File: src/rtl/mem_writeback_pkg.sv
// rtl/mem_writeback_pkg.sv - shared memwrite encodings and writeback state enumeration
package mem_writeback_pkg;

    typedef enum logic [1:0] {
        MW_NONE  = 2'b00,
        MW_LOAD  = 2'b01,
        MW_STORE = 2'b10,
        MW_RSVD  = 2'b11
    } memwrite_t;

    typedef enum logic {
        IDLE    = 1'b0,
        MEMWAIT = 1'b1
    } wb_state_t;

endpackage

File: src/rtl/mem_writeback_timeout.sv
// rtl/mem_writeback_timeout.sv - MEMWAIT wait counter with terminal-count compare (module wb_timeout)
module wb_timeout #(
    parameter int TIMEOUT = 15
) (
    input  logic clock,
    input  logic reset,
    input  logic i_clear,
    input  logic i_inc,
    output logic o_last
);

    logic [7:0] r_count;

    always_ff @(posedge clock) begin
        if (reset || i_clear) begin
            r_count <= 8'd0;
        end else if (i_inc) begin
            r_count <= r_count + 8'd1;
        end
    end

    // High during the TIMEOUT-th consecutive wait cycle; an ack in that cycle still wins.
    assign o_last = (r_count == 8'(TIMEOUT - 1));

endmodule

File: src/rtl/mem_writeback.sv
// rtl/mem_writeback.sv - writeback stage: ALU results direct, loads/stores through a timed memory handshake
module mem_writeback
    import mem_writeback_pkg::*;
#(
    parameter int TIMEOUT = 15
) (
    input  logic        clock,
    input  logic        reset,
    input  logic        in_valid,
    output logic        in_ready,
    input  logic        writereg,
    input  logic [1:0]  memwrite,
    input  logic [2:0]  regaddress,
    input  logic [15:0] address,
    input  logic [15:0] storedata,
    input  logic [15:0] aluresult,
    output logic        mem_req,
    output logic        mem_we,
    output logic [15:0] mem_addr,
    output logic [15:0] mem_wdata,
    input  logic [15:0] mem_rdata,
    input  logic        mem_ack,
    output logic        writeflag,
    output logic [2:0]  writetarget,
    output logic [15:0] writeval,
    output logic        mem_error
);

    wb_state_t   r_state;
    wb_state_t   w_state_next;
    logic        r_mem_req;
    logic        r_mem_we;
    logic [15:0] r_mem_addr;
    logic [15:0] r_mem_wdata;
    logic        r_writeflag;
    logic [2:0]  r_writetarget;
    logic [15:0] r_writeval;
    logic        r_mem_error;
    logic        r_pend_wr;
    logic [2:0]  r_pend_reg;

    logic w_accept;
    logic w_is_mem;
    logic w_ack;
    logic w_last;
    logic w_timeout;

    assign w_accept  = in_valid && (r_state == IDLE);
    assign w_is_mem  = (memwrite == MW_LOAD) || (memwrite == MW_STORE);
    // mem_req is high for the whole of MEMWAIT, so the state alone qualifies ack.
    assign w_ack     = (r_state == MEMWAIT) && mem_ack;
    assign w_timeout = (r_state == MEMWAIT) && !mem_ack && w_last;

    wb_timeout #(.TIMEOUT(TIMEOUT)) u_timeout (
        .clock   (clock),
        .reset   (reset),
        .i_clear (w_accept && w_is_mem),
        .i_inc   ((r_state == MEMWAIT) && !mem_ack),
        .o_last  (w_last)
    );

    always_ff @(posedge clock) begin
        if (reset) begin
            r_state <= IDLE;
        end else begin
            r_state <= w_state_next;
        end
    end

    always_comb begin
        w_state_next = r_state;
        case (r_state)
            IDLE:    if (w_accept && w_is_mem) w_state_next = MEMWAIT;
            MEMWAIT: if (w_ack || w_timeout)   w_state_next = IDLE;
            default: w_state_next = IDLE;
        endcase
    end

    always_ff @(posedge clock) begin
        if (reset) begin
            r_mem_req     <= 1'b0;
            r_mem_we      <= 1'b0;
            r_mem_addr    <= 16'd0;
            r_mem_wdata   <= 16'd0;
            r_writeflag   <= 1'b0;
            r_writetarget <= 3'd0;
            r_writeval    <= 16'd0;
            r_mem_error   <= 1'b0;
            r_pend_wr     <= 1'b0;
            r_pend_reg    <= 3'd0;
        end else begin
            r_writeflag <= 1'b0;
            if (w_accept) begin
                if (memwrite == MW_NONE) begin
                    r_writeflag <= writereg;
                    if (writereg) begin
                        r_writetarget <= regaddress;
                        r_writeval    <= aluresult;
                    end
                end else if (w_is_mem) begin
                    r_mem_req   <= 1'b1;
                    r_mem_we    <= (memwrite == MW_STORE);
                    r_mem_addr  <= address;
                    r_mem_wdata <= storedata;
                    r_pend_wr   <= writereg && (memwrite == MW_LOAD);
                    r_pend_reg  <= regaddress;
                end
            end
            if (w_ack) begin
                r_mem_req <= 1'b0;
                r_mem_we  <= 1'b0;
                if (r_pend_wr) begin
                    r_writeflag   <= 1'b1;
                    r_writetarget <= r_pend_reg;
                    r_writeval    <= mem_rdata;
                end
            end
            if (w_timeout) begin
                r_mem_req   <= 1'b0;
                r_mem_we    <= 1'b0;
                r_mem_error <= 1'b1;
            end
        end
    end

    assign in_ready    = (r_state == IDLE);
    assign mem_req     = r_mem_req;
    assign mem_we      = r_mem_we;
    assign mem_addr    = r_mem_addr;
    assign mem_wdata   = r_mem_wdata;
    assign writeflag   = r_writeflag;
    assign writetarget = r_writetarget;
    assign writeval    = r_writeval;
    assign mem_error   = r_mem_error;

endmodule
File: config.mk
export PLATFORM = sky130hd
export DESIGN_NAME = mem_writeback
export DESIGN_NICKNAME = d
export VERILOG_FILES = /design/src/rtl/mem_writeback_pkg.sv /design/src/rtl/mem_writeback_timeout.sv /design/src/rtl/mem_writeback.sv
export SDC_FILE = /design/constraint.sdc
export NUM_CORES = 1
export LEC_CHECK = 0
export CAP_MARGIN = 15
export CORE_MARGIN = 4
export CORE_UTILIZATION = 41
export CTS_BUF_LIST = sky130_fd_sc_hd__clkbuf_16
export CTS_CLUSTER_SIZE = 30
export DETAILED_ROUTE_END_ITERATION = 10
export PLACE_DENSITY = 0.81
export REMOVE_ABC_BUFFERS = 1
export SLEW_MARGIN = 20
export SYNTH_ARGS = -nofsm -noshare
export SYNTH_HDL_FRONTEND = slang
export SYNTH_SLANG_ARGS = --single-unit
File: constraint.sdc
create_clock -name clock -period 1.73 [get_ports clock]
set_clock_uncertainty 0.05 [all_clocks]
set_input_delay 0.346 -clock clock [delete_from_list [all_inputs] [get_ports clock]]
set_output_delay 0.346 -clock clock [all_outputs]
set_load 0.005 [all_outputs]
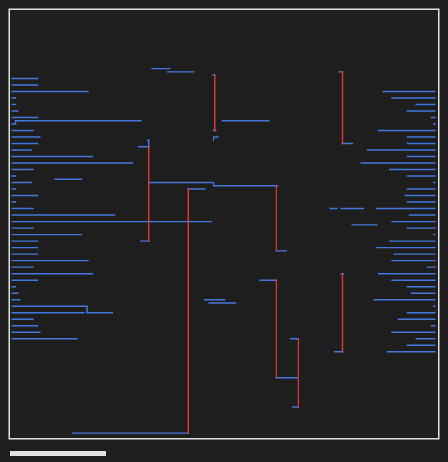
run_1/wires.png
Bar = 20 µm. Only two layers are drawn.
- metal 3: blue (wire length 759 µm)
- metal 4: red (wire length 162 µm)

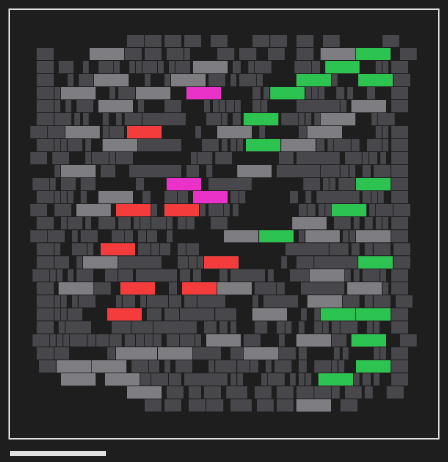
run_1/flops_by_reg.png
Bar = 20 µm. Other sequential cells in the stronger grey, the rest of the logic in the fainter grey.
- writetarget: magenta (placed flops 3)
- mem_addr: green (placed flops 16)
- u_timeout.r_count: red (placed flops 8)
- not coloured: 41

==> notes.md, run 1 <==
Implementation run completed; key figures follow.

Outcome:
- The flow ran to the end, and the final reports show no timing, DRC or antenna violations.

Routing:
- The run puts the per-cell routed wire length at 15.12 µm.
- The run puts the iteration tally of the first detailed-router pass at 4.
- The run puts the number of remaining DRC errors at 0.
- The run puts the mean number of vias per cell at 5.195.
- The run puts the length of routed wiring on met1 at 3266 µm.
- Routed signal wires occupy layers up through met4.
- The violation tally recorded at the end of detailed-routing iteration 0 is around 84.
- The run gives the post-route antenna net violation count as 0.
- The run gives the routed wire length on met3 as about 760 µm.

Clocking:
- The run puts the number of gates given a new drive strength after cts at 6.
- The run gives the root buffer cell as clkbuf_16.
- The run gives the count of H-tree levels built during CTS as 3.
- The run gives the number of buffers inserted by hold repair at cts as 0.
- The run puts the clock latency on the worst-skew pair at 0.32 ns.
- TritonCTS built the clock tree.
- The CTS report gives the tree buffer count as 9.
- The number of setup buffers added after CTS is 0.
- Per the post-CTS timing run, clock transition at the registers of the reported paths is approximately 0.060 ns.
- The run gives the number of clock sinks seen by CTS as between 60 and 70.
- The run gives the worst-case clock buffer depth as 2.

Synth:
- The run puts the instance count of the mapped netlist at between 300 and 400.
- The run puts the simple-gate portion of the synthesized area at 0.2485.
- The run puts the flip-flop and latch count after synthesis at 68.
- Per the synth stats, the proportion of register bits with asynchronous set or reset is 0.
- The run puts the post-synthesis compound-gate area fraction at 0.1675.
- After synthesis, the largest family of logic cells by area is simple AND/OR/NAND/NOR gates.
- In the synthesized netlist, the cells that appear most often are nand2_1 (112), dfxtp_1 (68), a21oi_1 (43), nor2_1 (23), a311oi_1 (19).
- The run puts the share of synthesized area spent on multiplexers at 0.
- According to the Yosys statistics, the synthesized design has a chip area of 0.002719 mm².
- Of the post-synthesis cell area, the dominant cell type holds 0.5007.
- Per the synthesis report, the number of distinct cell types is 31.
- The run puts the cell area after synthesis at approximately 0.0027 mm².
- Of all cell types, the one taking the most synthesized area is dfxtp_1.
- The run puts the register area share after synthesis at 0.5007.
- In this run, the synthesized area fraction spent on xor and xnor cells is recorded as 0.006443.
- The cell-mix breakdown from Yosys lists the adder-cell area share as 0.02301.
- The run puts the number of enable flip-flop cells at 0.
- Yosys stat counts ~340 cells in the synthesized netlist.
- The run gives the most used standard cell by instance count after synthesis as nand2_1.
- The run puts the mean area per synthesized cell at ~8.1 µm².

Cells and area:
- Counting the clock-network buffers in the layout gives 9.
- Measured on the final layout, the clock distribution area share stands at 0.06195.
- The run gives the area-dominant cell class after layout as buffers.
- The run puts the core utilization of the finished layout at 0.7179.
- The run gives the final net count as between 500 and 600.
- The run gives the number of antenna diodes as 0.
- The final layout report lists a non-clock buffer count of 150.
- Of the cells placed in the final design, the portion with a size suffix greater than 1 is 0.1006.
- The run gives the count of inverters other than clock inverters in the layout as 6.
- The run puts the area overhead of the layout relative to synthesis at 68.61%.
- The run gives the final non-filler cell area as approximately 0.0046 mm².
- The run puts the sequential cell count at 68.
- The run puts the fraction of area in multi-input gates at 0.2754.
- The run puts the sequential cell area at 0.001365 mm².
- The run puts the layout buffering overhead excluding clock cells at 0.3390.
- Registers represent a cell area share of 0.2978.
- The run puts the layout multi-input combinational cell count at around 240.
- The run gives the final non-filler cell total as 554.

Worst hold path:
- The run gives the instance count along the most critical hold path as 2.
- Looking at the hold checks, the worst path lands on mem_addr[15]$_SDFFE_PP0P_.
- The worst hold path begins at mem_addr[15]$_SDFFE_PP0P_.

Timing:
- Setup repair after global routing left no endpoint under its margin.
- The run gives the final period demand of the worst path as between 1.5 and 2 ns.
- The run puts the worst-case hold slack at between 0.4 and 0.5 ns.
- The run puts the final-report setup violation count at 0.
- The run puts the worst slew margin relative to its limit at 0.7675.
- The flow reports an fmax of about 600 MHz.
- The run gives the hold violation total from the final report as 0.
- The run gives the actual transition at the worst max-transition pin as 0.3480 ns.
- Dividing the final minimum period by the clock period gives 0.9643.
- The run gives the final count of pins violating max slew as 0.
- The run puts the final-layout setup total negative slack at 0 ns.

Die:
- The run puts the number of rows created at floorplan at 29.
- The run gives the chip height as about 89 µm.
- The run gives the x dimension of the die as 89.44 µm.
- The design received a total of around 77 well taps at floorplan.
- The run puts the top-level I/O count at roughly 130.
- The run gives the starting density of the core as 0.4257.
- The run puts the core box area at about 0.0064 mm².

Setup path:
- STA puts the critical path data required time at about 1.3 ns.
- In this run the number of cells on the critical path is 2.
- The slowest stage of the critical path belongs to the cell clkdlybuf4s50_1.
- The run gives the slack of the worst reg-to-reg path as 0.35 ns.
- The run puts the data arrival time of the critical path at approximately 1.3 ns.
- The run puts the maximum fanout count along the critical path at 13.
- Following the worst setup path forward leads to its endpoint at in_ready.
- The run gives the worst flop-to-flop path startpoint as u_timeout.r_count[1]$_SDFFE_PP0P_.
- The run gives the kind of capture point of the worst setup path as an output pin.
- The kind of cell with the highest combined delay along the critical path is buffers and inverters.
- The critical path is of the flip-flop to output pin type.
- The run puts the count of buffering cells on the critical path with inverters included at 2.
- Looking at the reg2reg group, the worst path ends at u_timeout.r_count[4]$_SDFFE_PP0P_.
- The worst register-to-register path has a depth of 4.
- The run gives the origin of the worst setup path as r_state$_SDFF_PP0_.
- The critical path goes through inv_1, clkdlybuf4s50_1.

Place:
- The run gives the quantity of I/O buffers inserted on ports as between 100 and 150.
- The run gives the worst slack after detailed placement as -0.3853 ns.
- The run puts the total placed cells including tap cells at 531.
- The run puts the final weighted congestion in routability-driven placement at around 0.78.
- The wire-length estimate of the detail-placed layout is ~5600 µm.

Pwr:
- The group that draws the most power in this run is clock.
- Combinational cells consume a total of around 0.55 mW.
- The run gives the leakage component of the power as 1.673 nW.
- The power report puts the net switching power at 0.8706 mW.
- The run puts the sequential share of power at 0.423.
- The run gives the worst IR drop on VDD as approximately 570 µV.
- The run gives the post-route total power as slightly below 4 mW.
- The run gives the power share of the clock group as 0.438.
- The run gives the part of the power in combinational logic as 0.140.
- Summed over all sequential cells, the power is 1.66 mW.
- The run puts the clock group total power at about 1.7 mW.
- Internal power comes to about 3 mW.
- The run puts the power density over the cells at 858.2 mW/mm².

GRT:
- The run puts the via count of the first global-routing pass at around 2700.
- The run puts the pin count of the biggest net entering global routing at 36.
- The first global-routing pass estimated roughly 12000 µm of wire.
- The run gives the met3 track utilization from global routing as 0.06359.
- The initial antenna violation count came to 0.
- met1 track demand over resource after global routing is 0.2217.

Job:
- Warnings raised by the tools during the run amount to 28.
- The run puts the count of maximum capacitance violations at 0.
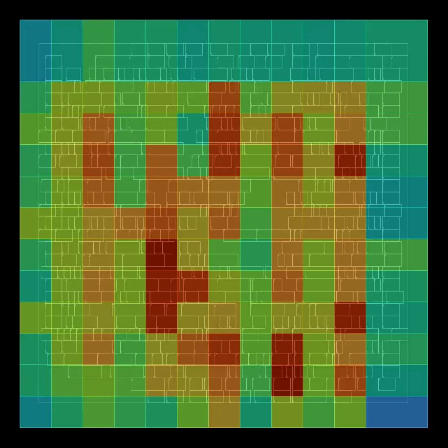
run_1/congestion.png
GR Layer Usage met2: 0.3356
overall global routing resource usage: 0.1955

-- run 1: worst min-delay path: cells and delay by family (launching register included) --
kind	cells	cell delay (ns)
and+or+nand+nor	1	0.05
DFF	1	0.30
AOI/OAI and AO/OA	1	0.05
-- run 1: layout by cell type (no fill, tap or decap), types with 2 or more instances in the layout --
master	count
clkbuf_16	12
ha_1	4
buf_12	3
xnor2_1	2
dlymetal6s2s_1	2
clkinv_2	2
nand4b_1	2
dfxtp_1	67
nand3b_1	2
a21oi_2	3
clkdlybuf4s50_1	126
or3_1	5
a311oi_1	18
clkinv_1	2
nand2_1	112
nor2_1	23
a211oi_1	2
inv_1	5
nand3_1	3
o21ai_0	5
buf_4	11
buf_6	4
a21oi_1	40
inv_2	2
==> inputs of run 2 (changes only) <==
- CELL_PAD_IN_SITES_DETAIL_PLACEMENT: default -> 1
- CELL_PAD_IN_SITES_GLOBAL_PLACEMENT: default -> 1
- CORE_UTILIZATION: 41 -> 28
- PLACE_DENSITY: 0.81 -> default
- PLACE_DENSITY_LB_ADDON: default -> 0.1
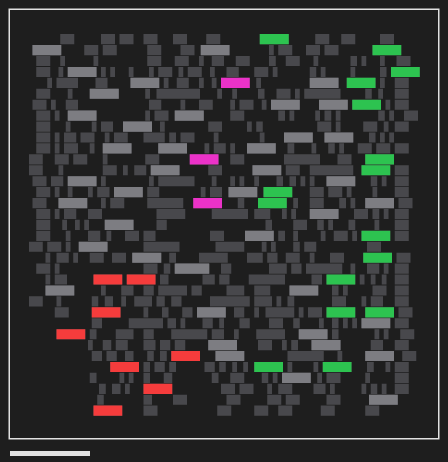
run_2/flops_by_reg.png
Bar = 20 µm. Other sequential cells in the stronger grey, the rest of the logic in the fainter grey.
- mem_addr: green (placed flops 16)
- writetarget: magenta (placed flops 3)
- u_timeout.r_count: red (placed flops 8; where bottom left)

==> run 2 against run 1 <==
Net effect: synthesized cell count did not move; total power increased by 6.0%; critical path type is now input pin to flip-flop; die area increased by 42%; non-clock buffer count is 1 higher; wire length is 2.2% higher; first-iteration DRC count decreased by 38%; sequential share of layout area down 0.60 points.
==> notes.md, run 2 <==
Implementation run completed; key figures follow.

GRT:
- The run puts the initial antenna violation count at 0 (unchanged).
- The met2 track demand over resource was 0.2434 (-0.09213).
- The run puts the met3 track utilization from global routing at 0.05768 (-0.005914).
- The global routing usage on met1 was 0.1812 (-0.04048).
- The wire length of the first global-routing pass came to 13600 µm (+12%).
- The run gives the pin count of the biggest net entering global routing as 32 (-11%).

Setup path:
- The run gives the count of buffering cells on the critical path with inverters included as 3 (+1).
- The run gives the kind of capture point of the worst setup path as a flip-flop.
- The run gives the maximum fanout count along the critical path as 4 (-9).
- The run gives the origin of the worst setup path as memwrite[0].
- The run gives the logic depth of the worst register-to-register path as 5 (+1).
- The run gives the worst reg2reg path endpoint as writeval[0]$_SDFF_PP0_.
- Broken down by cell family, the worst path's largest delay share belongs to buffers and inverters.
- The run gives the worst flop-to-flop path startpoint as r_state$_SDFF_PP0_.
- The data arrival time of the critical path came to 1.87 ns (+0.60 ns).
- The run gives the slack of the worst reg-to-reg path as 0.27 ns (-0.08 ns).
- The slowest stage of the critical path belongs to the cell clkdlybuf4s50_1.
- The run puts the data required time at the worst endpoint at 1.92 ns (+0.59 ns).
- By startpoint and endpoint, the worst setup path is classified as input pin to flip-flop.

Job:
- The run puts the count of maximum capacitance violations at 0 (unchanged).

Cells and area:
- The number of antenna diodes is 0 (unchanged).
- By instance count after routing, the leading logic cell type is clkdlybuf4s50_1.
- Between the synthesized netlist and the finished layout, the area growth was recorded as 72.07%.
- The final non-filler cell total is 606 (+9.4%).
- The final non-filler cell area was 0.004678 mm² (+2.0%).
- In the layout the commonest cells are clkdlybuf4s50_1 (128), nand2_1 (112), dfxtp_1 (67).
- The run puts the core utilization of the finished layout at 0.5015 (-0.2163).
- The fraction of layout cells with a size suffix above 1 is 0.1111 (+0.01048).

Timing:
- The run puts the final count of pins violating max slew at 0 (unchanged).
- The run gives the worst-case hold slack as 0.3709 ns (-0.02966 ns).
- Setup repair after global routing could not meet its margin everywhere.
- The run gives the final worst-path cycle share as 0.9699 (+0.005569).
- The run gives the highest attainable clock frequency as 596.0 MHz (-0.57%).
- The run puts the final-layout setup total negative slack at 0 ns (unchanged).
- The run gives the hold violation total from the final report as 0 (unchanged).
- The run gives the final period demand of the worst path as 1.678 ns (+0.009634 ns).
- The run puts the worst slew margin relative to its limit at 0.7752 (+0.007664).
- The final-report setup violation count was 0 (unchanged).
- The run puts the actual transition at the worst max-transition pin at 0.3372 ns (-0.01078 ns).

Die:
- The run gives the x dimension of the die as 106.5 µm (+19%).
- The run gives the core box area as 0.009328 mm² (+46%).
- The chip height is 106.5 µm (+19%).
- The run gives the top-level I/O count as 130 (unchanged).
- The starting density of the core is 0.2915 (-0.1343).
- The number of rows created at floorplan came to 35 (+21%).

Place:
- The total placed cells including tap cells was 588 (+11%).
- The final weighted congestion in routability-driven placement is 0.7181 (-8.3%).
- The run gives the HPWL after detailed placement as 6275 µm (+12%).
- The quantity of I/O buffers inserted on ports came to 129 (unchanged).

Synth:
- The run gives the share of flip-flops with an asynchronous set or reset after synthesis as 0 (unchanged).
- The most common cell in the synthesized netlist is nand2_1.
- The run puts the share of the synthesized area in the top cell type at 0.5007 (unchanged).
- The run gives the post-synthesis compound-gate area fraction as 0.1675 (unchanged).
- Among the non-sequential cells, simple AND/OR/NAND/NOR gates take the most area.
- The instance count of the mapped netlist is 335 (unchanged).
- The run puts the cell area after synthesis at 0.002719 mm² (unchanged).
- The run puts the number of enable flip-flop cells at 0 (unchanged).
- The mean area per synthesized cell is 8.116 µm² (unchanged).
- The run gives the yosys cell count as 335 (unchanged).
- The run puts the area fraction in full adders, half adders and majority gates at 0.02301 (unchanged).
- The run puts the register area share after synthesis at 0.5007 (unchanged).
- The run puts the xor and xnor fraction of the mapped netlist area at 0.006443 (unchanged).
- The run gives the simple-gate portion of the synthesized area as 0.2485 (unchanged).
- The flip-flop and latch count after synthesis is 68 (unchanged).
- The synthesized design spends more area on one cell type than any other, namely dfxtp_1.

Pwr:
- The post-route total power came to 4.171 mW (+6.0%).
- The run puts the part of the power in combinational logic at 0.128 (-0.012).
- The run puts the worst IR drop on VDD at 486.2 µV (-14%).
- The run puts the sequential share of power at 0.397 (-0.026).
- The power density over the cells is 891.7 mW/mm² (+3.9%).
- The run puts the reported net switching power at 0.9402 mW (+8.0%).
- The run gives the internal power summed over all cells as 3.231 mW (+5.5%).

Routing:
- The run gives the iteration tally of the first detailed-router pass as 3 (-1).
- The run gives the uppermost metal layer occupied by signal nets as met4.
- The run puts the mean number of vias per cell at 4.647 (-11%).
- The run puts the post-route antenna net violation count at 0 (unchanged).
- The run gives the number of remaining DRC errors as 0 (unchanged).
- The run puts the number of DRC markers after the initial detailed-route iteration at 52 (-38%).
- The run puts the length of routed wiring on met1 at 3737 µm (+14%).

Clocking:
- TritonCTS built the clock tree.
- The run gives the root buffer cell as clkbuf_16.
- The run puts the number of buffers inserted during clock tree synthesis at 9 (unchanged).
- The run gives the number of clock sinks seen by CTS as 68 (unchanged).

Worst hold path:
- The run gives the origin of the worst min-delay path as reset.
- The instance count along the most critical hold path was 2 (unchanged).
- STA shows the worst min-delay path finishing at r_state$_SDFF_PP0_.

Outcome:
- The run finished with clean final reports.
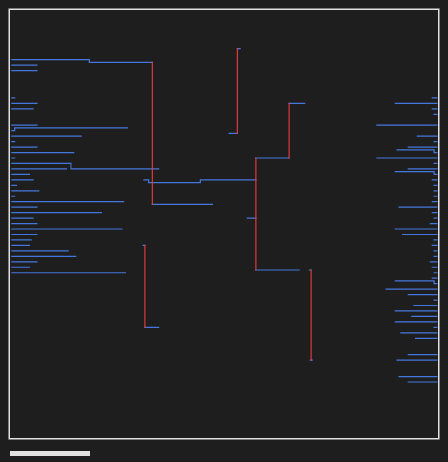
run_2/wires.png
Bar = 20 µm. Only two layers are drawn.
post-DR wirelength/cell: 14.13 µm
total wire length after detailed routing: 8564 µm
number of vias after detailed routing: 2816

-- run 2: final cells by class --
type                            count  area (µm²)  area share
Tap cell                          129       161.4     0.03450
Sequential cell                    68        1365      0.2918
Clock inverter                      7       98.84     0.02113
Clock buffer                        9       225.2     0.04814
Inverter                            6       22.52    0.004814
Timing Repair Buffer              151        1538      0.3287
Multi-Input combinational cell    236        1267      0.2709
-- run 2: power groups by stage --
stage	clock network [mW]	registers, mW	logic [mW]
final	1.98	1.66	0.535
after CTS	2.03	1.66	0.517
after global placement	0	1.69	0.509
after floorplan	0	1.70	0.121
after global routing	2.10	1.66	0.584
after detailed placement	0	1.69	0.513
-- run 2: what timing repair did --
item                                    4_1_cts  5_1_grt
gates resized                                 2       14
gates cloned                                  0        0
buffers inserted                              0        2
hold buffers                                  0        0
endpoints found under the setup margin        1       49
Power figures rest on the tool's default switching activity, not on a simulated workload.
